--- src/rtl/tsm_pkg.sv ---
// Shared constants and FSM encoding for the masked S-box sequencer.
package tsm_pkg;

    localparam int unsigned NSHARES = 3;
    localparam int unsigned DP_LAT  = 3;
    localparam int unsigned SelW    = 2;

    typedef logic [7:0] share_t;

    typedef enum logic [1:0] {
        StIdle,
        StIssue,
        StDrain,
        StOut
    } state_e;

    function automatic logic [SelW-1:0] last_sel(input int unsigned nshares);
        return SelW'(nshares - 1);
    endfunction

endpackage

--- src/rtl/tsm_sbox_seq_if.sv ---
// Handshake, randomness and datapath signals of the masked S-box sequencer.
interface tsm_sbox_seq_if;
    import tsm_pkg::*;

    logic              in_valid;
    logic              in_ready;
    share_t            in_share0;
    share_t            in_share1;
    share_t            in_share2;
    logic              rnd_valid;
    share_t            rnd;
    logic              rnd_ready;
    share_t            dp_in;
    share_t            dp_rnd;
    logic              dp_issue;
    logic [SelW-1:0]   dp_sel;
    share_t            dp_out;
    logic              out_valid;
    logic              out_ready;
    share_t            out_share0;
    share_t            out_share1;
    share_t            out_share2;

    modport slave (
        input  in_valid, in_share0, in_share1, in_share2, rnd_valid, rnd, dp_out, out_ready,
        output in_ready, rnd_ready, dp_in, dp_rnd, dp_issue, dp_sel, out_valid,
        output out_share0, out_share1, out_share2
    );

    modport master (
        output in_valid, in_share0, in_share1, in_share2, rnd_valid, rnd, dp_out, out_ready,
        input  in_ready, rnd_ready, dp_in, dp_rnd, dp_issue, dp_sel, out_valid,
        input  out_share0, out_share1, out_share2
    );

endinterface

--- src/rtl/tsm_tag_pipe.sv ---
// Tracks {valid, share index} of issued shares alongside the DP_LAT-deep S-box datapath.
module tsm_tag_pipe #(
    parameter int unsigned DP_LAT = tsm_pkg::DP_LAT
) (
    input  logic                     clk,
    input  logic                     rst,
    input  logic                     push_valid_i,
    input  logic [tsm_pkg::SelW-1:0] push_tag_i,
    output logic                     tail_valid_o,
    output logic [tsm_pkg::SelW-1:0] tail_tag_o,
    output logic                     busy_o
);
    import tsm_pkg::*;

    logic [DP_LAT-1:0] valid_q;
    logic [SelW-1:0]   tag_q [DP_LAT];

    always_ff @(posedge clk) begin
        if (rst) begin
            valid_q <= '0;
            for (int i = 0; i < int'(DP_LAT); i++) begin
                tag_q[i] <= '0;
            end
        end else begin
            valid_q[0] <= push_valid_i;
            tag_q[0]   <= push_tag_i;
            for (int i = 1; i < int'(DP_LAT); i++) begin
                valid_q[i] <= valid_q[i-1];
                tag_q[i]   <= tag_q[i-1];
            end
        end
    end

    assign tail_valid_o = valid_q[DP_LAT-1];
    assign tail_tag_o   = tag_q[DP_LAT-1];
    assign busy_o       = |valid_q;

endmodule

--- src/rtl/tsm_sbox_seq.sv ---
// Feeds the three Boolean shares of a byte through a pipelined masked S-box datapath, one
// share per cycle with fresh randomness, and collects the shared result in domain order.
module tsm_sbox_seq #(
    parameter int unsigned NSHARES = tsm_pkg::NSHARES,
    parameter int unsigned DP_LAT  = tsm_pkg::DP_LAT
) (
    input logic           clk,
    input logic           rst,
    tsm_sbox_seq_if.slave bus
);
    import tsm_pkg::*;

    localparam logic [SelW-1:0] LastSel = last_sel(NSHARES);

    state_e          state_q;
    logic [SelW-1:0] cnt_q;
    share_t          share_q     [NSHARES];
    share_t          out_share_q [NSHARES];

    logic            issue;
    logic            tail_valid;
    logic [SelW-1:0] tail_tag;
    logic            pipe_busy;

    // A share only moves when fresh randomness is present; otherwise the cycle is a bubble.
    assign issue = (state_q == StIssue) && bus.rnd_valid && !rst;

    tsm_tag_pipe #(
        .DP_LAT(DP_LAT)
    ) u_tag_pipe (
        .clk          (clk),
        .rst          (rst),
        .push_valid_i (issue),
        .push_tag_i   (cnt_q),
        .tail_valid_o (tail_valid),
        .tail_tag_o   (tail_tag),
        .busy_o       (pipe_busy)
    );

    always_ff @(posedge clk) begin
        if (rst) begin
            state_q     <= StIdle;
            cnt_q       <= '0;
            share_q     <= '{default: '0};
            out_share_q <= '{default: '0};
        end else begin
            case (state_q)
                StIdle: begin
                    if (bus.in_valid) begin
                        share_q[0]  <= bus.in_share0;
                        share_q[1]  <= bus.in_share1;
                        share_q[2]  <= bus.in_share2;
                        out_share_q <= '{default: '0};
                        cnt_q       <= '0;
                        state_q     <= StIssue;
                    end
                end
                StIssue: begin
                    if (bus.rnd_valid) begin
                        if (cnt_q == LastSel) begin
                            state_q <= StDrain;
                        end else begin
                            cnt_q <= cnt_q + 1'b1;
                        end
                    end
                end
                // Pipe empties the cycle after the last share is captured.
                StDrain: begin
                    if (!pipe_busy) begin
                        state_q <= StOut;
                    end
                end
                StOut: begin
                    if (bus.out_ready) begin
                        state_q <= StIdle;
                    end
                end
                default: state_q <= StIdle;
            endcase

            if (tail_valid) begin
                out_share_q[tail_tag] <= bus.dp_out;
            end
        end
    end

    assign bus.in_ready   = (state_q == StIdle) && !rst;
    assign bus.rnd_ready  = issue;
    assign bus.dp_issue   = issue;
    assign bus.dp_sel     = issue ? cnt_q : '0;
    assign bus.dp_in      = issue ? share_q[cnt_q] : '0;
    assign bus.dp_rnd     = issue ? bus.rnd : '0;
    assign bus.out_valid  = (state_q == StOut) && !rst;
    assign bus.out_share0 = rst ? '0 : out_share_q[0];
    assign bus.out_share1 = rst ? '0 : out_share_q[1];
    assign bus.out_share2 = rst ? '0 : out_share_q[2];

endmodule
--- src/flat_wrapper.sv ---
// flat-port wrapper written by rule: the top's interface ports become plain ports
module tsm_sbox_seq_flat import tsm_pkg::*;
#(
    parameter int unsigned NSHARES = tsm_pkg::NSHARES,
    parameter int unsigned DP_LAT  = tsm_pkg::DP_LAT
)
  (clk, rst, bus_in_valid, bus_in_share0, bus_in_share1, bus_in_share2, bus_rnd_valid, bus_rnd, bus_dp_out, bus_out_ready, bus_in_ready, bus_rnd_ready, bus_dp_in, bus_dp_rnd, bus_dp_issue, bus_dp_sel, bus_out_valid, bus_out_share0, bus_out_share1, bus_out_share2);
  tsm_sbox_seq_if bus_i ();
  input logic clk;
  input logic rst;
  input wire logic [$bits(bus_i.in_valid)-1:0] bus_in_valid;
  input wire logic [$bits(bus_i.in_share0)-1:0] bus_in_share0;
  input wire logic [$bits(bus_i.in_share1)-1:0] bus_in_share1;
  input wire logic [$bits(bus_i.in_share2)-1:0] bus_in_share2;
  input wire logic [$bits(bus_i.rnd_valid)-1:0] bus_rnd_valid;
  input wire logic [$bits(bus_i.rnd)-1:0] bus_rnd;
  input wire logic [$bits(bus_i.dp_out)-1:0] bus_dp_out;
  input wire logic [$bits(bus_i.out_ready)-1:0] bus_out_ready;
  output wire logic [$bits(bus_i.in_ready)-1:0] bus_in_ready;
  output wire logic [$bits(bus_i.rnd_ready)-1:0] bus_rnd_ready;
  output wire logic [$bits(bus_i.dp_in)-1:0] bus_dp_in;
  output wire logic [$bits(bus_i.dp_rnd)-1:0] bus_dp_rnd;
  output wire logic [$bits(bus_i.dp_issue)-1:0] bus_dp_issue;
  output wire logic [$bits(bus_i.dp_sel)-1:0] bus_dp_sel;
  output wire logic [$bits(bus_i.out_valid)-1:0] bus_out_valid;
  output wire logic [$bits(bus_i.out_share0)-1:0] bus_out_share0;
  output wire logic [$bits(bus_i.out_share1)-1:0] bus_out_share1;
  output wire logic [$bits(bus_i.out_share2)-1:0] bus_out_share2;
  assign bus_i.in_valid = bus_in_valid;
  assign bus_i.in_share0 = bus_in_share0;
  assign bus_i.in_share1 = bus_in_share1;
  assign bus_i.in_share2 = bus_in_share2;
  assign bus_i.rnd_valid = bus_rnd_valid;
  assign bus_i.rnd = bus_rnd;
  assign bus_i.dp_out = bus_dp_out;
  assign bus_i.out_ready = bus_out_ready;
  assign bus_in_ready = bus_i.in_ready;
  assign bus_rnd_ready = bus_i.rnd_ready;
  assign bus_dp_in = bus_i.dp_in;
  assign bus_dp_rnd = bus_i.dp_rnd;
  assign bus_dp_issue = bus_i.dp_issue;
  assign bus_dp_sel = bus_i.dp_sel;
  assign bus_out_valid = bus_i.out_valid;
  assign bus_out_share0 = bus_i.out_share0;
  assign bus_out_share1 = bus_i.out_share1;
  assign bus_out_share2 = bus_i.out_share2;
  tsm_sbox_seq #(.NSHARES(NSHARES), .DP_LAT(DP_LAT)) u_core (.clk(clk), .rst(rst), .bus(bus_i));
endmodule
--- config.mk ---
export PLATFORM = sky130hd
export DESIGN_NAME = tsm_sbox_seq_flat
export DESIGN_NICKNAME = d
export VERILOG_FILES = /design/src/rtl/tsm_pkg.sv /design/src/rtl/tsm_sbox_seq_if.sv /design/src/rtl/tsm_tag_pipe.sv /design/src/rtl/tsm_sbox_seq.sv /design/src/flat_wrapper.sv
export SDC_FILE = /design/constraint.sdc
export NUM_CORES = 1
export LEC_CHECK = 0
export CAP_MARGIN = 10
export CORE_ASPECT_RATIO = 0.75
export CORE_MARGIN = 3
export CORE_UTILIZATION = 35
export DETAILED_ROUTE_END_ITERATION = 6
export MAX_ROUTING_LAYER = met4
export PLACE_DENSITY = 0.63
export SLEW_MARGIN = 20
export SYNTH_ARGS = -nofsm -noshare
export SYNTH_HDL_FRONTEND = slang
export SYNTH_SLANG_ARGS = --single-unit
export TNS_END_PERCENT = 10
--- constraint.sdc ---
create_clock -name clk -period 3.89 [get_ports clk]
set_input_delay 0.5835 -clock clk [delete_from_list [all_inputs] [get_ports clk]]
set_output_delay 0.5835 -clock clk [all_outputs]
set_load 0.05 [all_outputs]
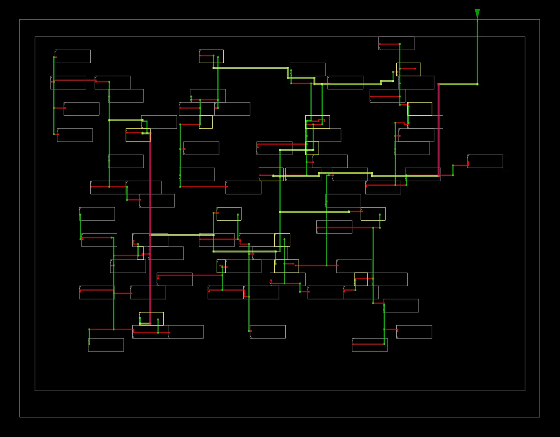
*Clock routing, run 1*
flop count: 61
TritonCTS Buffers: 9
clock skew: 0.00850 ns

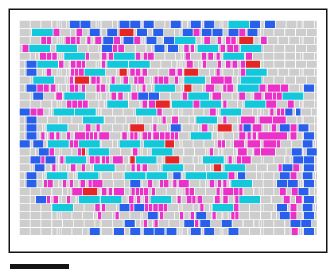
*Cells colored by class, run 1*
Scale bar: 20 um. Fill, decap, tap and diode cells in gray.
Key: remaining buffers and delay cells = blue [cells 94]; clock drivers and dummy loads = red [cells 16]; sequential cells = cyan [cells 61]; combinational and other logic = magenta [cells 262]
Util after Layout: 0.516
final instance area: 3850 sq um
row cnt: 27
sequential share of cell area: 0.317
core area: 7470 sq um

==> impl_metrics.ini, run 1 <==
; generated from flow reports
[power_and_ir_drop]
p_clk_frac = 0.281
pwr-share-seq = 0.417
pwr-share-comb = 0.302
power.total_uw = 1770
sw_frac_of_total = 0.347
powerClk_uw = 497
ir_worst_vdd_mv = 0.225
powerComb_uw = 533
leakagePower_uw = 0.00139
power-per-cell-area_nw_per_um2 = 459

[routing]
wire_per_inst_um = 13.2
vias = 2558
drt_iter0_drc = 137
wl_mm = 7.06
top_layer_used = met4
wl_met3_um = 501
wl_met1_mm = 3.41
first_pass_iters = 4
vias_per_cell = 4.79
drcViolationCount = 0
postRouteAntennaNets = 0

[yosys]
synth_chip_area_sq_um = 2730
flop_cell = dfxtp_1
synth-xor-area-share = 0
synthAdderAreaFrac = 0.0229
top_cells_by_area = dfxtp_1 45%, a21oi_1 11%, nand2_1 10%, nor2b_1 8.0%, nand3_1 4.6%
synthAoiAreaFrac = 0.132
edf_count = 0
top_area_cell = dfxtp_1
synthMuxAreaShare = 0.0330
ys_async_sr_fraction = 0
ys_warn_count = 0
ys_seq_elements = 61
synthTopCellsByCount = 74 x nand2_1, 61 x dfxtp_1, 58 x a21oi_1
fp_nets = 398
synth_cells = 348
yosysTopAreaCellShare = 0.448
synth_cell_types = 27
netlist_area_sq_um = 2730
synth.most_common_cell = nand2_1
topCombFamilyByArea = simple AND/OR/NAND/NOR gates
ys_sh_simple = 0.317
ys_cells = 348

[placed_design]
hpwlAfterDp_mm = 4.86
place_area_sq_um = 3680
gp_congestion = 0.816
io_buffers = 90
dp_cells = 518
place_ws_ns = 0.680

[final_timing]
hold_viol_final = 0
period_needed_ns = 3.22
relSlewSlack = 0.417
setup_viol = 0
max_freq_mhz = 311
finalClockPeriodUsage = 0.827
setup_tns_ns = 0
rsz0062_at_grt = no
hold_ws_ns = 0.438

[finish]
clkbuf_count = 11
clock_area_frac = 0.0461
antenna_cells = 0
drive_above_1_share = 0.0577
layout.nonclk_buf_frac = 0.240
mi_logic_area_sq_um = 1380
seq_area_sq_um = 1220
nFillCells = 739
nets = 478
final_cell_mix = 89 x clkdlybuf4s50_1, 74 x nand2_1, 61 x dfxtp_1, 58 x a21oi_1, 35 x nor2b_1
stdcell_count = 534
non_clock_inverter_count = 7
logic_gates = 255
layout_top_cell = clkdlybuf4s50_1
top_regs = u_core.out_share_q: 24 flops, u_core.share_q: 24 flops, u_core.u_tag_pipe.tag_q: 6 flops

[setup_path]
cpPeakStageDelay_ns = 0.80
endpoint_kind = output pin
critPathRequiredTime_ns = 3.31
crit_start = u_core.state_q[1]
start_kind = flop
rr_startpoint = u_core.cnt_q[0]
worstPathCellList = inv_1 > ha_1 > nand3_1 > inv_1 > and2_1 > clkdlybuf4s50_1
reg2reg_to = u_core.cnt_q[0]
reg2reg_slack_ns = 1.90
r2r_cells = 6
crit_path_frequent_cell = inv_1
path_class = reg -> out
critPathMaxFanout = 11
slowest_stage = clkdlybuf4s50_1
path_depth = 6
cp_top_family = buffers and inverters

[clock_tree]
hold_buffers = 0
postCtsResizedCells = 0
clockBufferDepth = 2
cts-root-buf = clkbuf_8
clk_latency_ns = 0.34
cts_tree = built

[grt]
use_met3 = 0.0544
grt_max_degree = 87
busiest_layer = met2
met2_usage = 0.241
track_usage = 0.168
grt_overflow = 0
grt_pass1_vias = 2380
grt_pass1_wl_mm = 11.3
antenna_found_initial = 0
use_met1 = 0.221

[worst_hold_path]
min_from = u_core.u_tag_pipe.tag_q[0][3]
min_to = u_core.u_tag_pipe.tag_q[0][5]
holdPathStages = 1

[run]
cap_violations = 0
tool_warnings = 29

[floorplan]
nWellTaps = 101
die-area_sq_um = 8900
die_w_um = 108
fp_util = 0.365
ios = 91

[outcome]
status = completed
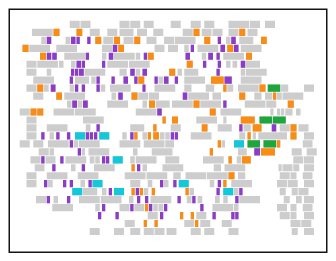
*Logic cells by family, run 1*
Key: nor cells = orange [cells 63, most used nor2b_1, where all over the die]; mux cells = cyan [cells 9, most used mux2i_1]; nand cells = purple [cells 101, most used nand2_1]; fa/ha/maj cells = green [cells 5, most used ha_1, where middle right]

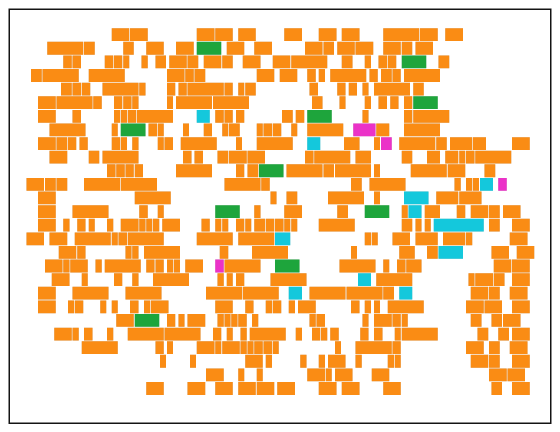
*Drive-strength map, run 1*
Key: _6 and larger = green [cells 10, most used clkbuf_8]; _3 and _4 cells = cyan [cells 11, most used buf_4]; _2 cells = magenta [cells 4]; _0 and _1 cells = orange [cells 408, most used clkdlybuf4s50_1]
Area Growth Syn to Fin: 41.3%
Non-clk bufs: 94
min setup slack post-route: 0.675 ns

### Met2 routing, run 1

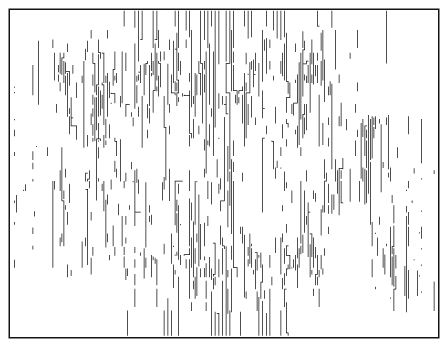

--- run 2 (diff from run 1) ---
==> constraint.sdc (replaced) <==
create_clock -name clk -period 3.3 [get_ports clk]
set_input_delay 0.495 -clock clk [delete_from_list [all_inputs] [get_ports clk]]
set_output_delay 0.495 -clock clk [all_outputs]
set_load 0.05 [all_outputs]
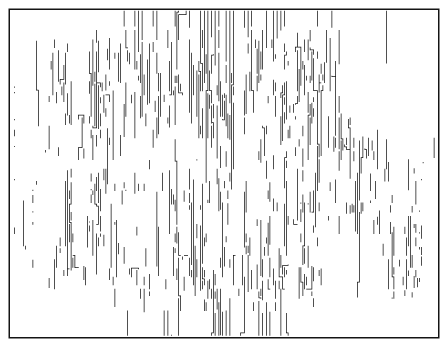
*Met2 routing, run 2*
The wires run mostly vertical. The layer carries 3040 um of wire. The longest straight run is 26.5 um. The layer holds 43% of the routed length.

==> run 2 against run 1 <==
  * Utilization up 0.42 points
  * Sequential power up 18%
  * Combinational power up about 20%
  * Final area up 0.81%
  * Global-route usage up 0.16 points
  * Clock skew about the same
  * First-iteration DRC count down 17%
  * Largest power group unchanged
  * Total power up 27%
  * Largest cell class unchanged
  * Clock power up 49%
  * Critical path depth down 1
==> impl_metrics.ini, run 2 <==
; generated from flow reports
[outcome]
status = completed

[placed_design]
hpwlAfterDp_mm = 5.02
dp_cells = 519
place_ws_ns = 0.545

[run]
cap_violations = 0
tool_warnings = 29

[grt]
use_met1 = 0.229
grt_max_degree = 51
grt_pass1_wl_mm = 11.5
track_usage = 0.169
use_met3 = 0.0614
met2_usage = 0.241
busiest_layer = met2

[yosys]
ys_cells = 348
netlist_area_sq_um = 2730
synth-xor-area-share = 0
synthMuxAreaShare = 0.0330
ys_warn_count = 0
top_area_cell = dfxtp_1
synthAdderAreaFrac = 0.0229
flop_cell = dfxtp_1
ys_async_sr_fraction = 0
ys_sh_simple = 0.317
synth_chip_area_sq_um = 2730
edf_count = 0

[floorplan]
nWellTaps = 101
ios = 91
rows = 27
die_w_um = 108
core-area_sq_um = 7470
fp_util = 0.365

[clock_tree]
hold_buffers = 0
clockBufferDepth = 2
cts_buffers = 9
cts-root-buf = clkbuf_8
clk_latency_ns = 0.34
cts_tree = built

[finish]
nets = 479
final_cell_mix = 75 x clkdlybuf4s50_1, 74 x nand2_1, 61 x dfxtp_1, 58 x a21oi_1, 35 x nor2b_1
stdcell_count = 535
seq_area_sq_um = 1220
seq_cells = 61
logic_gates = 255
layout.nonclk_buf_frac = 0.234
clkbuf_count = 10

[power_and_ir_drop]
leakagePower_uw = 0.00146
powerComb_uw = 639
ir_worst_vdd_mv = 0.264
power-per-cell-area_nw_per_um2 = 579
pwr-share-comb = 0.284
power.total_uw = 2250

[setup_path]
cpPeakStageDelay_ns = 0.82
reg2reg_slack_ns = 1.31
cp_top_family = buffers and inverters
critPathMaxFanout = 7
start_kind = flop

[final_timing]
finalClockPeriodUsage = 0.880
setup_viol = 0
skew_ns = 0.00877
setup_tns_ns = 0

[routing]
wl_mm = 7.05
postRouteAntennaNets = 0
wl_met1_mm = 3.54
vias = 2511

[worst_hold_path]
holdPathStages = 1
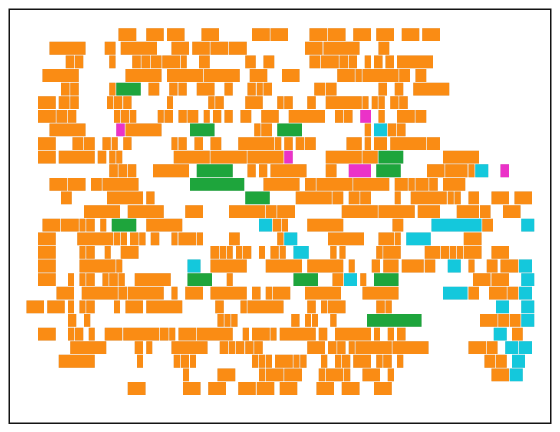
*Drive-strength map, run 2*
Key: _3 and _4 cells = cyan [cells 23, most used buf_4]; _2 cells = magenta [cells 5, most used clkinv_2]; _6 and larger = green [cells 13, most used clkbuf_8]; _0 and _1 cells = orange [cells 393, most used clkdlybuf4s50_1]
min setup slack post-route: 0.396 ns
final instance area: 3890 sq um
Non-clk bufs: 95
Area Growth Syn to Fin: 42.5%

### Logic cells by family, run 2

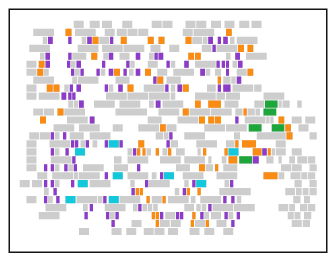

--- run 3 (diff from run 2) ---
==> constraint.sdc (replaced) <==
create_clock -name clk -period 2.88 [get_ports clk]
set_input_delay 0.432 -clock clk [delete_from_list [all_inputs] [get_ports clk]]
set_output_delay 0.432 -clock clk [all_outputs]
set_load 0.05 [all_outputs]
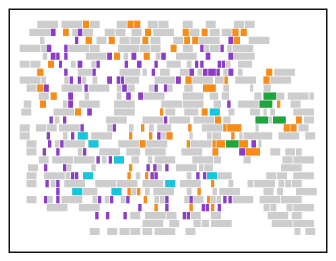
*Logic cells by family, run 3*
Final Non-Filler Cells: 536
Comb area share: 0.340
most instantiated logic cell after routing: nand2_1

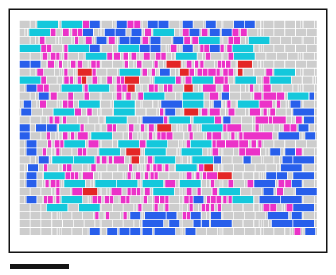
*Cells colored by class, run 3*
Scale bar: 20 um. Fill, decap, tap and diode cells in gray.
Key: remaining buffers and delay cells = blue [cells 96]; clock drivers and dummy loads = red [cells 16]; sequential cells = cyan [cells 61]; combinational and other logic = magenta [cells 262]

==> run 3 against run 2 <==
  * Cell count rose by 0.19%
  * Flip-flop count did not move
  * Via count grew 1.0%
  * Non-clock buffer count up 1
  * Critical endpoint is now bus_in_ready
  * Sequential share of layout area down 1.3 points
  * Largest cell class unchanged
  * Total power rose by 8.1%
  * Highest routed layer unchanged
  * Final area increased by 4.3%
  * Worst hold slack gained 0.011 ns
  * Global-route usage rose by 0.30 points
  * Worst setup slack gained 0.066 ns
  * Die size unchanged
==> impl_metrics.ini, run 3 <==
; generated from flow reports
[power_and_ir_drop]
powerComb_uw = 771
powerClk_uw = 665
power-per-cell-area_nw_per_um2 = 600
leakagePower_uw = 0.00150
power.total_uw = 2430
sw_frac_of_total = 0.350
pwr-share-seq = 0.410
pwr-share-comb = 0.317
ir_worst_vdd_mv = 0.332
p_clk_frac = 0.274

[clock_tree]
cts_tree = built
cts_buffers = 9
cts.sinks = 61
postCtsResizedCells = 0
clockBufferDepth = 2
hold_buffers = 0
cts_setup_buffers = 0
clk_latency_ns = 0.34

[grt]
grt_pass1_wl_mm = 11.6
met2_usage = 0.255
use_met3 = 0.0583
grt_max_degree = 88
busiest_layer = met2
grt_overflow = 0
grt_pass1_vias = 2384
track_usage = 0.172
antenna_found_initial = 0

[finish]
logic_gates = 255
seq_cells = 61
drive_above_1_share = 0.113
top_regs = u_core.out_share_q: 24 flops, u_core.share_q: 24 flops, u_core.u_tag_pipe.tag_q: 6 flops
area_delta_synth_final_pct = 48.6
final_core_util = 0.543
mi_logic_area_sq_um = 1380
clock_area_frac = 0.0432
clkbuf_count = 9
nets = 480
post-route-cell-area_sq_um = 4050
sh_seq_area = 0.301
final_cell_mix = 74 x nand2_1, 68 x clkdlybuf4s50_1, 61 x dfxtp_1, 58 x a21oi_1, 35 x nor2b_1
layout.nonclk_buf_frac = 0.278
seq_area_sq_um = 1220
antenna_cells = 0
nFillCells = 722

[routing]
wl_met3_um = 432
drt_iter0_drc = 143
wire_per_inst_um = 13.3
drcViolationCount = 0
top_layer_used = met4
wl_mm = 7.12
vias_per_cell = 4.73
postRouteAntennaNets = 0
first_pass_iters = 4

[setup_path]
reg2reg_slack_ns = 0.84
rr_startpoint = u_core.cnt_q[0]
cp_top_family = buffers and inverters
critPathMaxFanout = 6
path_class = reg -> out
endpoint_kind = output pin
worstPathCellList = inv_1 > ha_1 > nor2b_1 > clkdlybuf4s50_1
slowest_stage = clkdlybuf4s50_1
crit_start = u_core.state_q[0]
cpPeakStageDelay_ns = 0.80
r2r_cells = 6
start_kind = flop
critPathRequiredTime_ns = 2.45

[final_timing]
setup_tns_ns = 0
hold_viol_final = 0
relSlewSlack = 0.562
worst_slack_ns = 0.462
max_freq_mhz = 414

[yosys]
flop_cell = dfxtp_1
synthTopCellsByCount = 74 x nand2_1, 61 x dfxtp_1, 58 x a21oi_1
synth-xor-area-share = 0
synth_cells = 348
top_area_cell = dfxtp_1
ys_cells = 348
edf_count = 0
ys_sh_simple = 0.317
netlist_area_sq_um = 2730
topCombFamilyByArea = simple AND/OR/NAND/NOR gates
synth_chip_area_sq_um = 2730
yosysTopAreaCellShare = 0.448
synth.most_common_cell = nand2_1
ys_seq_elements = 61
top_cells_by_area = dfxtp_1 45%, a21oi_1 11%, nand2_1 10%, nor2b_1 8.0%, nand3_1 4.6%
synthMuxAreaShare = 0.0330
fp_nets = 398
synthAoiAreaFrac = 0.132
synthAdderAreaFrac = 0.0229
synth_cell_types = 27
ys_warn_count = 0

[floorplan]
fp_util = 0.365
die_w_um = 108
core-area_sq_um = 7470
ios = 91
nWellTaps = 101
rows = 27

[placed_design]
io_buffers = 90
hpwlAfterDp_mm = 5.09
dp_cells = 520
place_area_sq_um = 3880

[worst_hold_path]
holdPathStages = 1
min_from = u_core.u_tag_pipe.tag_q[0][2]
min_to = u_core.u_tag_pipe.tag_q[0][4]

[outcome]
status = completed

[run]
cap_violations = 0
tool_warnings = 29
No activity file was given, so power comes from the tool's default toggle rates.
